### src/rtl/cpu_fetch_pkg.sv
// Shared definitions for the instruction-fetch front end.
//   - Exception cause codes reported in-band with fetch faults. The values
//     match the core's existing RV32 mcause encodings.
//   - fetch_entry_t: one prefetch-queue slot {fault, cause, pc, data}, 69 bits.
//   - make_fault(): builds a fault slot that carries no instruction word.
package cpu_fetch_pkg;

  localparam logic [3:0] EXC_CAUSE_INSTRUCTION_ADDR_MISALIGNED = 4'd0;
  localparam logic [3:0] EXC_CAUSE_INSTRUCTION_ACCESS_FAULT    = 4'd1;

  typedef struct packed {
    logic        fault;
    logic [3:0]  cause;
    logic [31:0] pc;
    logic [31:0] data;
  } fetch_entry_t;

  localparam int unsigned FETCH_ENTRY_W = $bits(fetch_entry_t);

  function automatic fetch_entry_t make_fault(input logic [31:0] pc,
                                              input logic [3:0]  cause);
    fetch_entry_t e;
    e.fault = 1'b1;
    e.cause = cause;
    e.pc    = pc;
    e.data  = '0;
    return e;
  endfunction

endpackage

### src/rtl/cpu_fetch_queue.sv
// First-word-fall-through prefetch FIFO for cpu_fetch_unit.
// Ports:
//   clk, rst        clock, synchronous active-high reset
//   push_i          write push_entry_i at the tail (ignored when full)
//   push_entry_i    entry to store
//   pop_i           drop the head entry (ignored when empty)
//   flush_i         empty the queue; overrides push and pop in the same cycle
//   head_o          head entry (meaningful only while valid_o)
//   valid_o         queue not empty
//   level_o         number of occupied entries, 0..DEPTH
// DEPTH must be a power of two so the pointers wrap by plain overflow.
module cpu_fetch_queue
  import cpu_fetch_pkg::*;
#(
  parameter int unsigned DEPTH = 4
) (
  input  logic                       clk,
  input  logic                       rst,
  input  logic                       push_i,
  input  fetch_entry_t               push_entry_i,
  input  logic                       pop_i,
  input  logic                       flush_i,
  output fetch_entry_t               head_o,
  output logic                       valid_o,
  output logic [$clog2(DEPTH+1)-1:0] level_o
);

  localparam int unsigned PTR_W = (DEPTH > 1) ? $clog2(DEPTH) : 1;
  localparam int unsigned LVL_W = $clog2(DEPTH + 1);
  localparam logic [LVL_W-1:0] FULL_LEVEL = LVL_W'(DEPTH);

  fetch_entry_t     mem_q [DEPTH];
  logic [PTR_W-1:0] wr_ptr_q;
  logic [PTR_W-1:0] rd_ptr_q;
  logic [LVL_W-1:0] level_q;
  logic             do_push;
  logic             do_pop;

  assign do_push = push_i && (level_q != FULL_LEVEL) && !flush_i;
  assign do_pop  = pop_i  && (level_q != '0)         && !flush_i;

  // NOTE: sequential state uses non-blocking assignments so every register
  // samples the pre-edge values of the others, independent of block order.
  always_ff @(posedge clk) begin
    if (rst || flush_i) begin
      wr_ptr_q <= '0;
      rd_ptr_q <= '0;
      level_q  <= '0;
    end else begin
      if (do_push) wr_ptr_q <= wr_ptr_q + 1'b1;
      if (do_pop)  rd_ptr_q <= rd_ptr_q + 1'b1;
      case ({do_push, do_pop})
        2'b10:   level_q <= level_q + 1'b1;
        2'b01:   level_q <= level_q - 1'b1;
        default: level_q <= level_q;
      endcase
    end
  end

  // NOTE: the storage array is deliberately not reset; occupancy is tracked
  // by level_q and stale slots are never presented as valid.
  always_ff @(posedge clk) begin
    if (do_push) mem_q[wr_ptr_q] <= push_entry_i;
  end

  assign head_o  = mem_q[rd_ptr_q];
  assign valid_o = (level_q != '0);
  assign level_o = level_q;

endmodule

### src/rtl/cpu_fetch_unit.sv
// Prefetching instruction-fetch front end for the RV32 core.
// Fetches sequential words ahead of execution over a single-outstanding
// memory handshake into a FWFT queue, hands them to decode via valid/ready
// and reports fetch faults in-band. Restarts at a new PC on redirect.
// Ports:
//   clk, rst            clock, synchronous active-high reset
//   ma_addr/ma_rd_req   fetch address and registered read request
//   ma_data_mask        always all four byte lanes
//   ma_data_in/ma_done  read data and completion
//   ma_timeout          request failed (access fault), wins over ma_done
//   redirect/redirect_pc  one-cycle flush and restart
//   inst_valid/inst_ready/inst_data/inst_pc/inst_fault/inst_fault_cause
//                       head of the prefetch queue towards decode
//   queue_level         occupied queue entries
module cpu_fetch_unit
  import cpu_fetch_pkg::*;
#(
  parameter logic [31:0] EXEC_START_ADDR = 32'h4000_0000,
  parameter int unsigned QUEUE_DEPTH     = 4
) (
  input  logic                             clk,
  input  logic                             rst,
  output logic [31:0]                      ma_addr,
  output logic                             ma_rd_req,
  output logic [3:0]                       ma_data_mask,
  input  logic [31:0]                      ma_data_in,
  input  logic                             ma_done,
  input  logic                             ma_timeout,
  input  logic                             redirect,
  input  logic [31:0]                      redirect_pc,
  output logic                             inst_valid,
  input  logic                             inst_ready,
  output logic [31:0]                      inst_data,
  output logic [31:0]                      inst_pc,
  output logic                             inst_fault,
  output logic [3:0]                       inst_fault_cause,
  output logic [$clog2(QUEUE_DEPTH+1)-1:0] queue_level
);

  localparam logic [1:0] ST_IDLE  = 2'd0;
  localparam logic [1:0] ST_REQ   = 2'd1;
  localparam logic [1:0] ST_DRAIN = 2'd2;  // waiting out a request made stale by redirect
  localparam logic [1:0] ST_HALT  = 2'd3;  // fault queued, wait for redirect

  localparam int unsigned LVL_W = $clog2(QUEUE_DEPTH + 1);
  localparam logic [LVL_W:0] DEPTH_W = (LVL_W + 1)'(QUEUE_DEPTH);

  logic [1:0]       state_q, state_d;
  logic [31:0]      fetch_pc_q, fetch_pc_d;
  logic [31:0]      req_addr_q, req_addr_d;
  logic             rd_req_q, rd_req_d;

  logic             push;
  fetch_entry_t     push_entry;
  logic             pop;
  fetch_entry_t     head;
  logic             head_valid;
  logic [LVL_W-1:0] level;

  logic             pending;
  logic [LVL_W:0]   occupancy;
  logic             room;
  logic             resp;

  // A request in flight holds a credit, so its response always finds a slot.
  assign pending   = (state_q == ST_REQ);
  assign occupancy = {1'b0, level} + {{LVL_W{1'b0}}, pending};
  assign room      = (occupancy < DEPTH_W);
  assign resp      = ma_done || ma_timeout;

  // NOTE: every output of this block gets a default first, so no path can
  // leave a signal unassigned and infer a latch.
  always_comb begin
    state_d    = state_q;
    fetch_pc_d = fetch_pc_q;
    req_addr_d = req_addr_q;
    rd_req_d   = rd_req_q;
    push       = 1'b0;
    push_entry = '0;

    if (redirect) begin
      fetch_pc_d = redirect_pc;
      if (rd_req_q) begin
        // An issued request cannot be aborted: keep it on the bus and discard
        // its response later, unless it completes in this very cycle.
        if (resp) begin
          rd_req_d = 1'b0;
          state_d  = ST_IDLE;
        end else begin
          state_d  = ST_DRAIN;
        end
      end else begin
        state_d = ST_IDLE;
      end
    end else begin
      case (state_q)
        ST_IDLE: begin
          if (fetch_pc_q[1:0] != 2'b00) begin
            if (room) begin
              push       = 1'b1;
              push_entry = make_fault(fetch_pc_q, EXC_CAUSE_INSTRUCTION_ADDR_MISALIGNED);
              state_d    = ST_HALT;
            end
          end else if (room) begin
            rd_req_d   = 1'b1;
            req_addr_d = fetch_pc_q;
            state_d    = ST_REQ;
          end
        end
        ST_REQ: begin
          if (ma_timeout) begin
            rd_req_d   = 1'b0;
            push       = 1'b1;
            push_entry = make_fault(req_addr_q, EXC_CAUSE_INSTRUCTION_ACCESS_FAULT);
            state_d    = ST_HALT;
          end else if (ma_done) begin
            rd_req_d         = 1'b0;
            push             = 1'b1;
            push_entry.fault = 1'b0;
            push_entry.cause = '0;
            push_entry.pc    = req_addr_q;
            push_entry.data  = ma_data_in;
            fetch_pc_d       = fetch_pc_q + 32'd4;
            state_d          = ST_IDLE;
          end
        end
        ST_DRAIN: begin
          if (resp) begin
            rd_req_d = 1'b0;
            state_d  = ST_IDLE;
          end
        end
        ST_HALT: begin
          state_d = ST_HALT;
        end
        default: begin
          rd_req_d = 1'b0;
          state_d  = ST_IDLE;
        end
      endcase
    end
  end

  always_ff @(posedge clk) begin
    if (rst) begin
      state_q    <= ST_IDLE;
      fetch_pc_q <= EXEC_START_ADDR;
      req_addr_q <= EXEC_START_ADDR;
      rd_req_q   <= 1'b0;
    end else begin
      state_q    <= state_d;
      fetch_pc_q <= fetch_pc_d;
      req_addr_q <= req_addr_d;
      rd_req_q   <= rd_req_d;
    end
  end

  // Redirect flushes the queue and overrides any pop or push in that cycle.
  assign pop = head_valid && inst_ready && !redirect;

  cpu_fetch_queue #(
    .DEPTH (QUEUE_DEPTH)
  ) u_queue (
    .clk          (clk),
    .rst          (rst),
    .push_i       (push),
    .push_entry_i (push_entry),
    .pop_i        (pop),
    .flush_i      (redirect),
    .head_o       (head),
    .valid_o      (head_valid),
    .level_o      (level)
  );

  // While a request is outstanding (REQ or DRAIN) the bus address is the one
  // captured at issue; fetch_pc may already point at a redirect target.
  assign ma_addr      = rd_req_q ? req_addr_q : fetch_pc_q;
  assign ma_rd_req    = rd_req_q;
  assign ma_data_mask = 4'b1111;

  // Head fields are masked while empty so stale slots never leak out.
  assign inst_valid       = head_valid;
  assign inst_data        = head_valid ? head.data  : '0;
  assign inst_pc          = head_valid ? head.pc    : '0;
  assign inst_fault       = head_valid && head.fault;
  assign inst_fault_cause = head_valid ? head.cause : '0;
  assign queue_level      = level;

endmodule

### config.mk
export PLATFORM = sky130hd
export DESIGN_NAME = cpu_fetch_unit
export DESIGN_NICKNAME = d
export VERILOG_FILES = /design/src/rtl/cpu_fetch_pkg.sv /design/src/rtl/cpu_fetch_queue.sv /design/src/rtl/cpu_fetch_unit.sv
export SDC_FILE = /design/constraint.sdc
export NUM_CORES = 1
export LEC_CHECK = 0
export ABC_AREA = 1
export CAP_MARGIN = 20
export CORE_ASPECT_RATIO = 0.75
export CORE_MARGIN = 10
export CORE_UTILIZATION = 35
export CTS_CLUSTER_DIAMETER = 80
export DETAILED_ROUTE_END_ITERATION = 8
export PLACE_DENSITY_LB_ADDON = 0.1
export RECOVER_POWER = 100
export SYNTH_ARGS = -nofsm -noshare
export SYNTH_HDL_FRONTEND = slang
export SYNTH_SLANG_ARGS = --single-unit
### constraint.sdc
create_clock -name clk -period 11.53 [get_ports clk]
set_clock_uncertainty 0.1 [all_clocks]
set_input_delay 2.306 -clock clk [delete_from_list [all_inputs] [get_ports clk]]
set_output_delay 2.306 -clock clk [all_outputs]
set_load 0.005 [all_outputs]
run_1/final_clocks.png
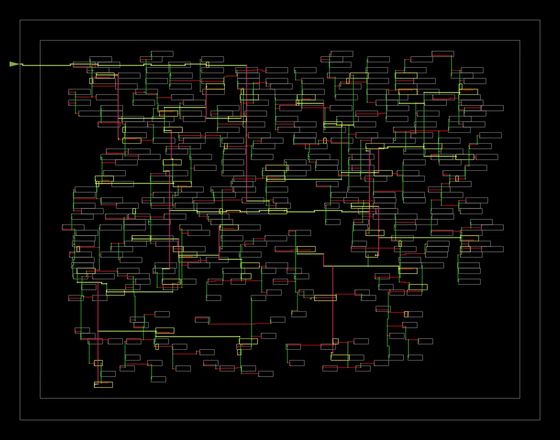
TritonCTS Sinks: 340
Clock buffer cells: 51
CTS Buf Count: 37
Late-Pin Clk Latency: 0.54 ns
flop count: 340

run_1/met3.png
Drawn at 2 px/µm.
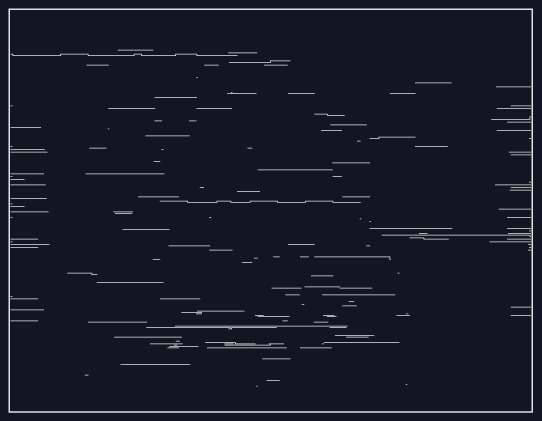
share of all routed wire = 5.0%
longest straight run = 86.0 µm
wire length on this layer = 2250 µm
nets with wire on the layer = 105
main direction = horizontal
aggregate routed wire length: 44800 µm
vias post-DR: 11500
met3 track utilization from global routing: 3.22%

run_1/metal_stack.png
Drawn at 1 px/µm.
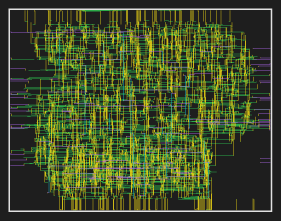
met4 -> cyan  # wire length 708 µm
met3 -> purple  # wire length 2250 µm
met1 -> green  # wire length 21.9 mm
met2 -> yellow  # wire length 19900 µm

==> flow_summary.yaml, run 1 <==
# physical design summary
run_status:
  outcome: "complete, but fails checks"
  violated_checks: "max-capacitance violations, max-slew violations"
clocking:
  postCtsResizedCells: 0
  h-tree-depth: 2
  longest_clk_path_bufs: 3
  clock_tree.root_cell: "clkbuf_16"
  cts.clk_slew.worst_paths_ns: 0.06
route:
  post_drt_wl_per_cell_um: 19.1
  detailedRoute.firstIterationViolations: 909
  vias_per_cell: 4.91
  drt-pass1-iter-count: 6
  ant_nets: 0
  highest-signal-layer: "met4"
power_and_ir_drop:
  switching_share_pct: 23.2
  vdd_ir_drop_max_mv: 0.0885
  largestPowerGroup: "registers"
  comb_cell_power_mw: 0.224
  power-per-cell-area_nw_per_um2: 149
  power.static_leakage_nw: 7.09
  sequentialPower_mw: 1.37
  comb_power_share_pct: 8.1
  total_chip_power_mw: 2.76
global_routing:
  grtUsageMet2_pct: 26.0
  globalRoute.busiestLayer: "met2"
  global_route.usage.met1_pct: 24.2
  first_global_vias: 11500
  grt_max_degree: 85
  antenna_violations_before_repair: 0
  globalRouteOverflowTotal: 0
  grt_pass1_wl_um: 69900
timing:
  timing_worst_slew_pin_value_ns: 3.18
  rsz0062_at_grt: "no"
  layout_worst_path_cycle_share_pct: 70.4
  fmax_ghz: 0.123
  final_hold_violation_count: 0
  maxSlewViolCount: 468
critical_path:
  start_kind: "input port"
  worst-endpoint-arrival_ns: 7.86
  cp_slowest_cell: "clkbuf_1"
  capturing_element_type_of_the_critical_path: "flop"
  critical_path.reg2reg.startpoint: "state_q[1]"
  critical-path-top-delay-family: "buffers and inverters"
  crit-reg2reg-capture: "u_queue.mem_q[0][54]"
  worst-r2r-setup-slack_ns: 7.70
  worstRegToRegCells: 10
  critical_path_buf_inv_count: 4
  stages_on_worst_setup_path: 8
  worstPathCellList: "buf_2, clkbuf_1, inv_1, o21ai_0, a31oi_1, nand2_1, nor2_4, clkbuf_2"
  slowest_delay_ns: 1.93
  setup.worst_path.end: "u_queue.mem_q[1][47]"
synth:
  ys_top_cells_by_count: "nor2_1, edfxtp_1, o21ai_0, nand2_1, a21oi_1"
  synthesis.area_um2: 15200
  yosysWarnings: 0
  yosys.stat.chipArea_um2: 15200
  asyncSetResetFlopFracSynth_pct: 0
  share_of_the_synthesized_area_in_the_top_cell_type_pct: 52.1
  synthAoiAreaFrac_pct: 13.8
  syn_inst: 1609
  dominant_cell_type_by_area_after_synthesis: "edfxtp_1"
  synth_top_flop_cell: "edfxtp_1"
  topCombFamilyByArea: "simple AND/OR/NAND/NOR gates"
  yosys_cells: 1609
  synthesis.area_per_instance_um2: 9.46
job:
  drv.max_cap_violation_count: 10
  total_tool_warning_count: 32
die:
  die_width_um: 261
  floorplan.initialDensity_pct: 35.2
  fp.dieH_um: 201
  core_region_area_um2: 43200
  fp-row-count: 66
worst_hold_path:
  whs_path_depth: 2
  holdCritPathClass: "flop to flop"
finish:
  layout.filler_cells: 4236
  layout.cell_area.non_filler_um2: 18500
  num_antenna_cells: 0
placed_design:
  dp.cells: 2280
  detailedPlace.worstSlack_ns: 5.40
  place.port_buffers: 172
[run 1: state kept, by name, indices dropped and copies added, names as in the netlist, named ones only]
| register | cells |
|---|---|
| fetch_pc_q | 32 |
| ma_rd_req | 1 |
| req_addr_q | 32 |
| state_q | 2 |
| u_queue.level_o | 3 |
| u_queue.mem_q | 264 |
| u_queue.rd_ptr_q | 2 |
| u_queue.wr_ptr_q | 2 |
[run 1: area by class of cell]
cell class | count | area, µm² | area share [%]
repair buffers | 189 | 1840 | 9.95
clock inverters | 14 | 158 | 0.850
well taps | 578 | 723 | 3.90
multi-input cells | 1062 | 4900 | 26.4
clock buffers | 51 | 1030 | 5.55
inverters | 113 | 429 | 2.31
flip-flops and latches | 340 | 9450 | 51.0
==> run 1 -> run 2 <==
==> constraint.sdc (replaced) <==
create_clock -name clk -period 8.21 [get_ports clk]
set_clock_uncertainty 0.1 [all_clocks]
set_input_delay 1.642 -clock clk [delete_from_list [all_inputs] [get_ports clk]]
set_output_delay 1.642 -clock clk [all_outputs]
set_load 0.005 [all_outputs]
==> flow_summary.yaml, run 2 <==
# physical design summary
route:
  drt-pass1-iter-count: 5
  vias: 11500
  detailedRoute.firstIterationViolations: 976
  ant_nets: 0
  post_drt_wl_per_cell_um: 19.1
  highest-signal-layer: "met4"
  vias_per_cell: 4.92
  route.final.wire_length_um: 44900
global_routing:
  globalRouteOverflowTotal: 0
  grt_max_degree: 75
  first_global_vias: 11400
  grtUsageMet2_pct: 26.0
  globalRouteMet3Util_pct: 2.73
  antenna_violations_before_repair: 0
  globalRoute.busiestLayer: "met2"
  grt_pass1_wl_um: 69000
  global_route.usage.met1_pct: 24.0
clocking:
  clock_tree.root_cell: "clkbuf_16"
  postCtsHoldBufs: 0
  h-tree-depth: 2
  postCtsResizedCells: 0
  longest_clk_path_bufs: 3
  cts.clk_slew.worst_paths_ns: 0.06
  cts.sink_count: 340
power_and_ir_drop:
  power.static_leakage_nw: 7.08
  vdd_ir_drop_max_mv: 0.114
  comb_cell_power_mw: 0.320
  switching_share_pct: 23.6
  largestPowerGroup: "registers"
  comb_power_share_pct: 8.4
  clkPwrFrac_pct: 41.3
  sequentialPower_mw: 1.92
  power-per-cell-area_nw_per_um2: 206
  total_chip_power_mw: 3.82
timing:
  pnr_worst_setup_slack_ns: 1.57
  layout_worst_path_cycle_share_pct: 80.9
  final_hold_violation_count: 0
  post-route-min-period_ns: 6.64
  rsz0062_at_grt: "no"
  maxSlewViolCount: 243
  timing_worst_slew_pin_value_ns: 2.91
  fmax_ghz: 0.151
  max_slew_headroom_pct: -95.2
finish:
  layout.filler_cells: 4204
  lay_top_count: "nor2_1"
  num_antenna_cells: 0
  largest-register: "u_queue.mem_q"
  number_of_flip_flops_in_the_largest_register: 264
  biggestRegsByFlops: "u_queue.mem_q x264, fetch_pc_q x32, req_addr_q x32"
  layout.core_utilization_pct: 42.9
  layout.cell_area.non_filler_um2: 18500
critical_path:
  crit_path_max_fanout: 47
  critical_path.reg2reg.startpoint: "u_queue.level_o[0]"
  capturing_element_type_of_the_critical_path: "output pin"
  start_kind: "flop"
  worstRegToRegCells: 9
  setup.worst_path.end: "inst_pc[1]"
  worst-endpoint-arrival_ns: 4.90
  worst-r2r-setup-slack_ns: 3.88
  crit-reg2reg-capture: "u_queue.level_o[2]"
synth:
  dominant_cell_type_by_area_after_synthesis: "edfxtp_1"
  yosys_cells: 1609
  syn_inst: 1609
  synthesis.area_um2: 15200
  ys_top_cells_by_count: "nor2_1, edfxtp_1, o21ai_0, nand2_1, a21oi_1"
  synth_top_flop_cell: "edfxtp_1"
  synthesis.area_per_instance_um2: 9.46
  yosysWarnings: 0
  synth-edff-count: 264
  yosys.stat.chipArea_um2: 15200
  synth.top_cells.by_area: "edfxtp_1, dfxtp_1, nor2_1"
  asyncSetResetFlopFracSynth_pct: 0
  post-synth-top-count-cell: "nor2_1"
  share_of_the_synthesized_area_in_the_top_cell_type_pct: 52.1
run_status:
  outcome: "complete, but fails checks"
  violated_checks: "max-capacitance violations, max-slew violations"
job:
  total_tool_warning_count: 32
  drv.max_cap_violation_count: 6
placed_design:
  dp.cells: 2281
  place.port_buffers: 172
  detailedPlace.worstSlack_ns: 2.72
die:
  floorplan.initialDensity_pct: 35.2
  fp-row-count: 66
  core_region_area_um2: 43200
  die_width_um: 261
worst_hold_path:
  holdCritPathClass: "flop to flop"
  whs_path_depth: 2
-- run 2: cell counts after synthesis --
Identical to the previous run, type by type.
-- run 2: cell families after synthesis --
logic type	share of synthesized area (%)
buf+inv	5.75
fa+ha+maj	0.954
simple gates	17.1
xor+xnor	0.345
flops	62.1
compound gates	13.8
other cells	0.0493
-- run 2: worst max-delay path, stage by stage (launching register included) --
cell	delay, ns
dfxtp_1	0.36
nor3_1	2.22
buf_4	0.84
a21oi_1	0.25
dlygate4sd3_1	0.65
-- run 2: layout make-up --
type                            instances  area, µm²  share of cell area (%)
Timing Repair Buffer                  189       1860                    10.1
Sequential cell                       340       9450                    51.1
Inverter                              113        429                    2.32
Clock buffer                           46        981                    5.30
Tap cell                              578        723                    3.91
Clock inverter                         17        149                   0.804
Multi-Input combinational cell       1062       4910                    26.5
run_2/clock_map.png
Drawn at 2 px/µm.
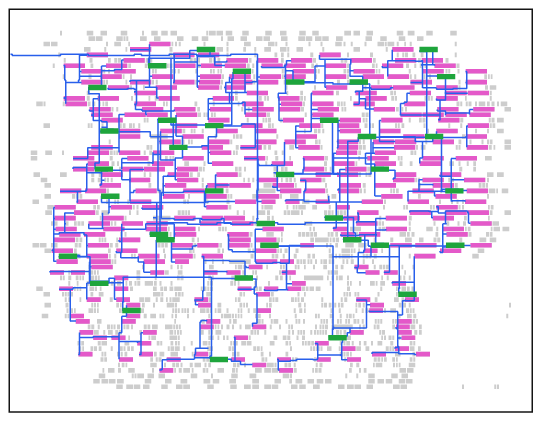
flip-flops -> magenta  # count 340
cells driving clock nets -> green  # count 36
clock wires -> blue  # length 4400 µm
routed clock nets = 37

run_2/final_clocks.png
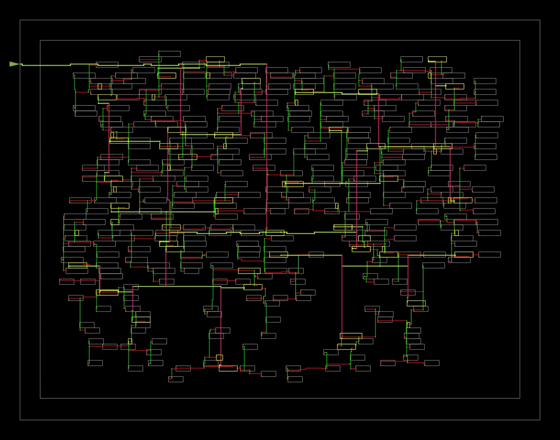
clock group power: 1.58 mW
Clock buffer cells: 46
CTS Buf Count: 36
Late-Pin Clk Latency: 0.53 ns

No activity file was given, so power comes from the tool's default toggle rates.
